### src/rtl/trig_cfg_pkg.sv
// trig_cfg_pkg: opcode classes, control codes and FSM state type shared by the
// trigger configuration loader.
package trig_cfg_pkg;

    localparam logic [1:0] OP_NOP = 2'b00;
    localparam logic [1:0] OP_SET = 2'b01;
    localparam logic [1:0] OP_ALL = 2'b10;
    localparam logic [1:0] OP_CTL = 2'b11;

    localparam logic [7:0] CTL_CLEAR  = 8'hC0;
    localparam logic [7:0] CTL_ARM    = 8'hC1;
    localparam logic [7:0] CTL_DISARM = 8'hC2;
    localparam logic [7:0] CTL_ERRCLR = 8'hC3;

    typedef enum logic [1:0] {
        IDLE  = 2'd0,
        ARG   = 2'd1,
        WRITE = 2'd2
    } state_t;

    function automatic logic [1:0] op_class(input logic [7:0] b);
        return b[7:6];
    endfunction

endpackage

### src/rtl/trig_cfg_loader_if.sv
// trig_cfg_loader_if: host byte stream (valid/ready) into the trigger config loader.
interface trig_cfg_loader_if;
    logic [7:0] rx_data;
    logic       rx_valid;
    logic       rx_ready;

    modport master (output rx_data, output rx_valid, input  rx_ready);
    modport slave  (input  rx_data, input  rx_valid, output rx_ready);
endinterface

### src/rtl/trig_cfg_timer.sv
// trig_cfg_timer: loadable down-counter flagging expiry after LOAD cycles of running.
// Only present when TRIG_CFG_TIMEOUT_EN is defined.
`ifdef TRIG_CFG_TIMEOUT_EN
module trig_cfg_timer #(
    parameter int unsigned LOAD = 16
) (
    input  logic CLK,
    input  logic RST_N,
    input  logic i_load,
    input  logic i_run,
    output logic o_expired
);
    localparam int W = (LOAD > 1) ? $clog2(LOAD) : 1;

    logic [W-1:0] r_cnt;

    // Loaded with LOAD-1 so expiry is seen in the LOAD-th running cycle.
    always_ff @(posedge CLK or negedge RST_N) begin
        if (!RST_N) begin
            r_cnt <= '0;
        end else if (i_load) begin
            r_cnt <= W'(LOAD - 1);
        end else if (i_run && (r_cnt != '0)) begin
            r_cnt <= r_cnt - 1'b1;
        end
    end

    assign o_expired = i_run && (r_cnt == '0);
endmodule
`endif

### src/rtl/trig_cfg_loader.sv
// trig_cfg_loader: decodes host config bytes into trigger-cell writes, enable and clear.
// Optional argument-byte timeout under `TRIG_CFG_TIMEOUT_EN.
//
// state | meaning
// IDLE  | waiting for an opcode byte
// ARG   | SET/ALL opcode seen, waiting for its argument byte
// WRITE | wcmd/wen presented to the trigger cells for one cycle
module trig_cfg_loader
    import trig_cfg_pkg::*;
#(
    parameter int NCH     = 8,
    parameter int TIMEOUT = 1024
) (
    input  logic             CLK,
    input  logic             RST_N,
    trig_cfg_loader_if.slave rx,
    output logic [3:0]       wcmd,
    output logic [NCH-1:0]   wen,
    output logic             set_init,
    output logic             en,
    output logic             err,
    output logic             busy
);

    state_t           r_state;
    logic             r_rx_ready;
    logic [3:0]       r_wcmd;
    logic [NCH-1:0]   r_wen;
    logic             r_set_init;
    logic             r_en;
    logic             r_err;
    logic             r_busy;
    logic [5:0]       r_chan;
    logic             r_all;
    logic             r_chan_bad;

    logic             w_accept;
    logic [NCH-1:0]   w_onehot;

    assign w_accept = rx.rx_valid && r_rx_ready;
    assign w_onehot = NCH'(1) << r_chan;

`ifdef TRIG_CFG_TIMEOUT_EN
    logic w_timeout;

    trig_cfg_timer #(
        .LOAD (TIMEOUT)
    ) u_timer (
        .CLK       (CLK),
        .RST_N     (RST_N),
        .i_load    (w_accept),
        .i_run     (r_state == ARG),
        .o_expired (w_timeout)
    );
`else
    logic [31:0] w_unused_timeout;
    assign w_unused_timeout = 32'(TIMEOUT);
`endif

    always_ff @(posedge CLK or negedge RST_N) begin
        if (!RST_N) begin
            r_state    <= IDLE;
            r_rx_ready <= 1'b1;
            r_wcmd     <= 4'h0;
            r_wen      <= '0;
            r_set_init <= 1'b0;
            r_en       <= 1'b0;
            r_err      <= 1'b0;
            r_busy     <= 1'b0;
            r_chan     <= 6'd0;
            r_all      <= 1'b0;
            r_chan_bad <= 1'b0;
        end else begin
            r_wen      <= '0;
            r_set_init <= 1'b0;
            case (r_state)
                IDLE: begin
                    if (w_accept) begin
                        case (op_class(rx.rx_data))
                            OP_NOP: ;
                            OP_SET: begin
                                r_chan     <= rx.rx_data[5:0];
                                r_all      <= 1'b0;
                                r_chan_bad <= 32'(rx.rx_data[5:0]) >= 32'(NCH);
                                r_state    <= ARG;
                                r_busy     <= 1'b1;
                            end
                            OP_ALL: begin
                                r_all      <= 1'b1;
                                r_chan_bad <= 1'b0;
                                r_state    <= ARG;
                                r_busy     <= 1'b1;
                            end
                            OP_CTL: begin
                                case (rx.rx_data)
                                    CTL_CLEAR: begin
                                        r_set_init <= 1'b1;
                                        r_en       <= 1'b0;
                                    end
                                    CTL_ARM:    r_en  <= 1'b1;
                                    CTL_DISARM: r_en  <= 1'b0;
                                    CTL_ERRCLR: r_err <= 1'b0;
                                    default:    r_err <= 1'b1;
                                endcase
                            end
                        endcase
                    end
                end
                ARG: begin
                    // Bad argument or out-of-range channel: byte consumed, nothing written.
                    if (w_accept) begin
                        if ((rx.rx_data[7:4] != 4'h0) || r_chan_bad) begin
                            r_err   <= 1'b1;
                            r_state <= IDLE;
                            r_busy  <= 1'b0;
                        end else begin
                            r_wcmd     <= rx.rx_data[3:0];
                            r_wen      <= r_all ? '1 : w_onehot;
                            r_state    <= WRITE;
                            r_rx_ready <= 1'b0;
                        end
                    end
`ifdef TRIG_CFG_TIMEOUT_EN
                    else if (w_timeout) begin
                        r_err   <= 1'b1;
                        r_state <= IDLE;
                        r_busy  <= 1'b0;
                    end
`endif
                end
                WRITE: begin
                    r_state    <= IDLE;
                    r_rx_ready <= 1'b1;
                    r_busy     <= 1'b0;
                end
                default: begin
                    r_state    <= IDLE;
                    r_rx_ready <= 1'b1;
                    r_busy     <= 1'b0;
                end
            endcase
        end
    end

    assign rx.rx_ready = r_rx_ready;
    assign wcmd        = r_wcmd;
    assign wen         = r_wen;
    assign set_init    = r_set_init;
    assign en          = r_en;
    assign err         = r_err;
    assign busy        = r_busy;

endmodule

### src/flat_wrapper.sv
// flat-port wrapper written by rule: the top's interface ports become plain ports
module trig_cfg_loader_flat import trig_cfg_pkg::*;
#(
    parameter int NCH     = 8,
    parameter int TIMEOUT = 1024
)
  (CLK, RST_N, wcmd, wen, set_init, en, err, busy, rx_rx_data, rx_rx_valid, rx_rx_ready);
  trig_cfg_loader_if rx_i ();
  input  logic CLK;
  input  logic RST_N;
  output logic [3:0] wcmd;
  output logic [NCH-1:0] wen;
  output logic set_init;
  output logic en;
  output logic err;
  output logic busy;
  input wire logic [$bits(rx_i.rx_data)-1:0] rx_rx_data;
  input wire logic [$bits(rx_i.rx_valid)-1:0] rx_rx_valid;
  output wire logic [$bits(rx_i.rx_ready)-1:0] rx_rx_ready;
  assign rx_i.rx_data = rx_rx_data;
  assign rx_i.rx_valid = rx_rx_valid;
  assign rx_rx_ready = rx_i.rx_ready;
  trig_cfg_loader #(.NCH(NCH), .TIMEOUT(TIMEOUT)) u_core (.CLK(CLK), .RST_N(RST_N), .rx(rx_i), .wcmd(wcmd), .wen(wen), .set_init(set_init), .en(en), .err(err), .busy(busy));
endmodule
### config.mk
export PLATFORM = sky130hd
export DESIGN_NAME = trig_cfg_loader_flat
export DESIGN_NICKNAME = d
export VERILOG_FILES = /design/src/rtl/trig_cfg_pkg.sv /design/src/rtl/trig_cfg_loader_if.sv /design/src/rtl/trig_cfg_timer.sv /design/src/rtl/trig_cfg_loader.sv /design/src/flat_wrapper.sv
export SDC_FILE = /design/constraint.sdc
export NUM_CORES = 1
export LEC_CHECK = 0
export ABC_AREA = 1
export CAP_MARGIN = 20
export CORE_MARGIN = 5
export CORE_UTILIZATION = 40
export CTS_BUF_LIST = sky130_fd_sc_hd__clkbuf_8 sky130_fd_sc_hd__clkbuf_16
export DETAILED_ROUTE_END_ITERATION = 6
export PLACE_DENSITY = 0.66
export SYNTH_ARGS = -nofsm -noshare
export SYNTH_HDL_FRONTEND = slang
export SYNTH_SLANG_ARGS = --single-unit
### constraint.sdc
create_clock -name CLK -period 1.7 [get_ports CLK]
set_clock_uncertainty 0.15 [all_clocks]
set_input_delay 0.34 -clock CLK [delete_from_list [all_inputs] [get_ports CLK]]
set_output_delay 0.34 -clock CLK [all_outputs]
set_load 0.01 [all_outputs]
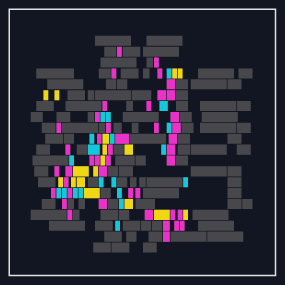
Figure 1: selected gate families.
(4 px per um)
legend:
  magenta:
    family: nand cells
    cells: 43
  cyan:
    family: inv cells
    cells: 20
  yellow:
    family: nor cells
    cells: 17

==> notes.md <==
Item: results of the latest flow run.

- Counting cells, the worst reg-to-reg path comes to 6.
- The final layout report lists a non-clock buffer count of 41.
- The reg2reg setup slack is 0.17 ns.
- The power report puts the net switching power at 743 uW.
- The finished layout reports a core utilization of 57.7%.
- Of all the cell area in the finished design, non-clock buffers hold 22.4%.
- The global route total overflow is 0.
- The global-route wire length before repair is 4520 um.
- Of the total standard cell area in the layout, the multi-input combinational portion is 28.7%.
- The commonest register cell is dfrtp_1.
- The routing usage on met1 is 15.6%.
- Walking the worst path, the cells encountered are clkdlybuf4s50_1.
- The top logic cell by instance count in the layout is nand2_1.
- The number of enable-type register cells in the synthesized netlist is 0.
- The leakage power total is 0.924 nW.
- Per the layout area report, the register area comes to 677 sq um.
- The number of cells on the critical path is 1.
- Combinational cells account for 35.7% of the total power.
- The total routed wire length on the met1 layer is 1090 um.
- The average routed wire per standard cell is 11.8 um.
- The highest achievable clock rate is 0.602 GHz.
- The count of filler cells inserted in the layout is 280.
- The TritonCTS clock tree is built.
- The worst-case max-slew headroom was logged as 68.9%.
- The share of the yosys chip area belonging to registers is 53.6%.
- The internal power of the cells totals 1.28 mW.
- The detailed router's first-iteration violation count is 39.
- The final sum of negative setup slack is 0 ns.
- The cell type with the highest aggregate area in the netlist is dfrtp_1.
- The die is 66.2 um wide.
- The synthesized netlist cell count is 135.
- The number of setup buffers added after CTS is 0.
- Cells with a size suffix above 1 make up 23.3% of the layout.
- The multi-input combinational cell count is 88.
- The part of the power in the clock network is 18.1%.
- The area inside the core boundary is 0.00305 sq mm.
- Counting the buffers created by CTS gives 3.
- The run finished with clean final reports.
- The starting utilization of the core area is 41.4%.
- After legalization and detailed placement, the total HPWL measured 2030 um.
- The count of clock tree sinks is 27.
- The initialized floorplan defines 20 standard-cell rows.
- The number of levels in the clock H-tree is 1.
- The layer carrying the most global-route usage is met2.
- The largest driver fanout on the critical path is 2.
- The endpoint identified for the worst register-to-register timing path is u_core.r_chan_bad.
- Among all stages on the critical path, the maximum delay recorded is 0.54 ns.
- Dividing the detail-routed via count by the number of cells gives 4.80.
- For reference, the critical path is launched at u_core.busy.
- The post-synthesis chip area from yosys is 0.00126 sq mm.
- Post-CTS repair ended up resizing 2 cells.
- The final weighted congestion recorded by global placement is 0.780.
- The final-report max-slew violation count is 0.
- After detailed placement, the total cell area comes to 0.00167 sq mm.
- The clock input transition at the sequential cells of the worst setup and hold paths is 0.09 ns.
- The non-clock inverters instantiated in the layout total 20.
- The start-to-end type of the worst setup path is reg -> out.
- Once placement completed, the tool counted placed cells totaling 218.
- The pin slew with the least headroom to its limit is 0.465 ns.
- By area, the class that comes first in the final layout consists of registers.
- STA classifies the critical path endpoint as an output pin.
- The commonest cells after synthesis are nand2_1 (28), dfrtp_1 (26), inv_1 (16).
- On met3, the global router reports a usage of 2.04%.
- Per the post-route antenna check, the number of violating nets is 0.
- The fraction of final cell area spent on clock buffers and inverters in this run is 2.77%.
- The insertion delay of the later-clocked pin in the worst-skew pair is 0.27 ns.
- In this run, post-CTS hold repair placed 0 buffers.
- STA puts the critical path data arrival time at 1.17 ns.
- The number of antenna violations at the first check in global routing is 0.
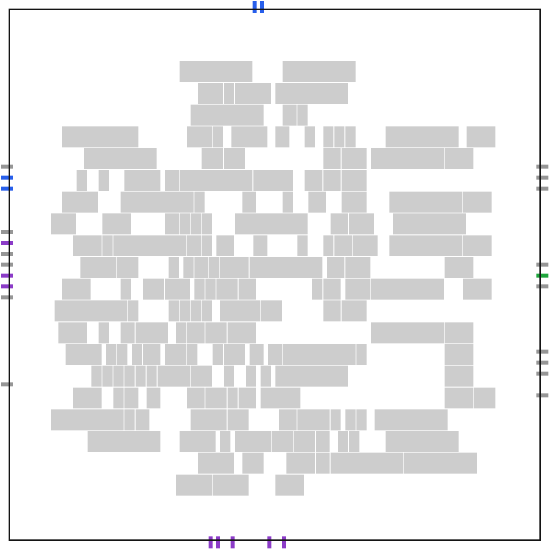
Figure 2: pin map.
(8 px per um) Pins as bars across the die edge, other pins in gray.
legend:
  blue:
    port: wcmd
    pins: 4
    direction: output
    edge: 2 left, 2 top
  green:
    port: set_init
    pins: 1
    direction: output
    edge: right
  purple:
    port: rx_rx_data
    pins: 8
    direction: input
    edge: 5 bottom, 3 left

[cells by family (layout without fill, tap and decap cells)]
kind of cell | count (synthesis) | count (layout) | synth area share, %
simple gates | 61 | 61 | 23.6
fa+ha+maj | 4 | 4 | 3.96
flops | 27 | 27 | 53.6
buf+inv | 20 | 65 | 6.54
compound gates | 23 | 23 | 12.3
[power by group through the flow]
| stage | clock (mW) | combinational [mW] | sequential, mW |
|---|---|---|---|
| after global placement | 0 | 0.721 | 0.941 |
| after floorplan | 0 | 0.408 | 0.958 |
| final | 0.366 | 0.723 | 0.937 |
| after detailed placement | 0 | 0.744 | 0.945 |
| after global routing | 0.409 | 0.824 | 0.966 |
| after CTS | 0.380 | 0.739 | 0.936 |
[per-stage QoR]
stage	setup WS, ns	hold slack, ns
2_1_floorplan	0.288	-0.106
3_3_place_gp	-0.235	0.308
3_5_place_dp	-0.323	0.318
4_1_cts	0.0130	0.288
5_1_grt	0.0139	0.294
6_report	0.0394	0.276
[sequential cells by signal, indices dropped and copies added, names as in the netlist]
| name | cells |
|---|---|
| u_core.r_chan_bad | 1 |
| u_core.wcmd | 4 |
| u_core.wen | 8 |
| u_core.en | 1 |
| u_core.r_chan | 6 |
| u_core.r_state | 2 |
| u_core.set_init | 1 |
| u_core.err | 1 |
| u_core.busy | 1 |
| u_core.rx.rx_ready | 1 |
| u_core.r_all | 1 |
[worst min-delay path by stage]
stage	start	end	slack (ns)	depth (start not counted)
2_1_floorplan	RST_N	u_core.busy	-0.11	0
3_3_place_gp	u_core.err	u_core.err	0.31	2
3_5_place_dp	u_core.wcmd[3]	u_core.wcmd[3]	0.32	2
4_1_cts	RST_N	u_core.set_init	0.29	2
5_1_grt	RST_N	u_core.set_init	0.29	2
6_report	RST_N	u_core.wen[6]	0.28	2
No activity file was given, so power comes from the tool's default toggle rates.
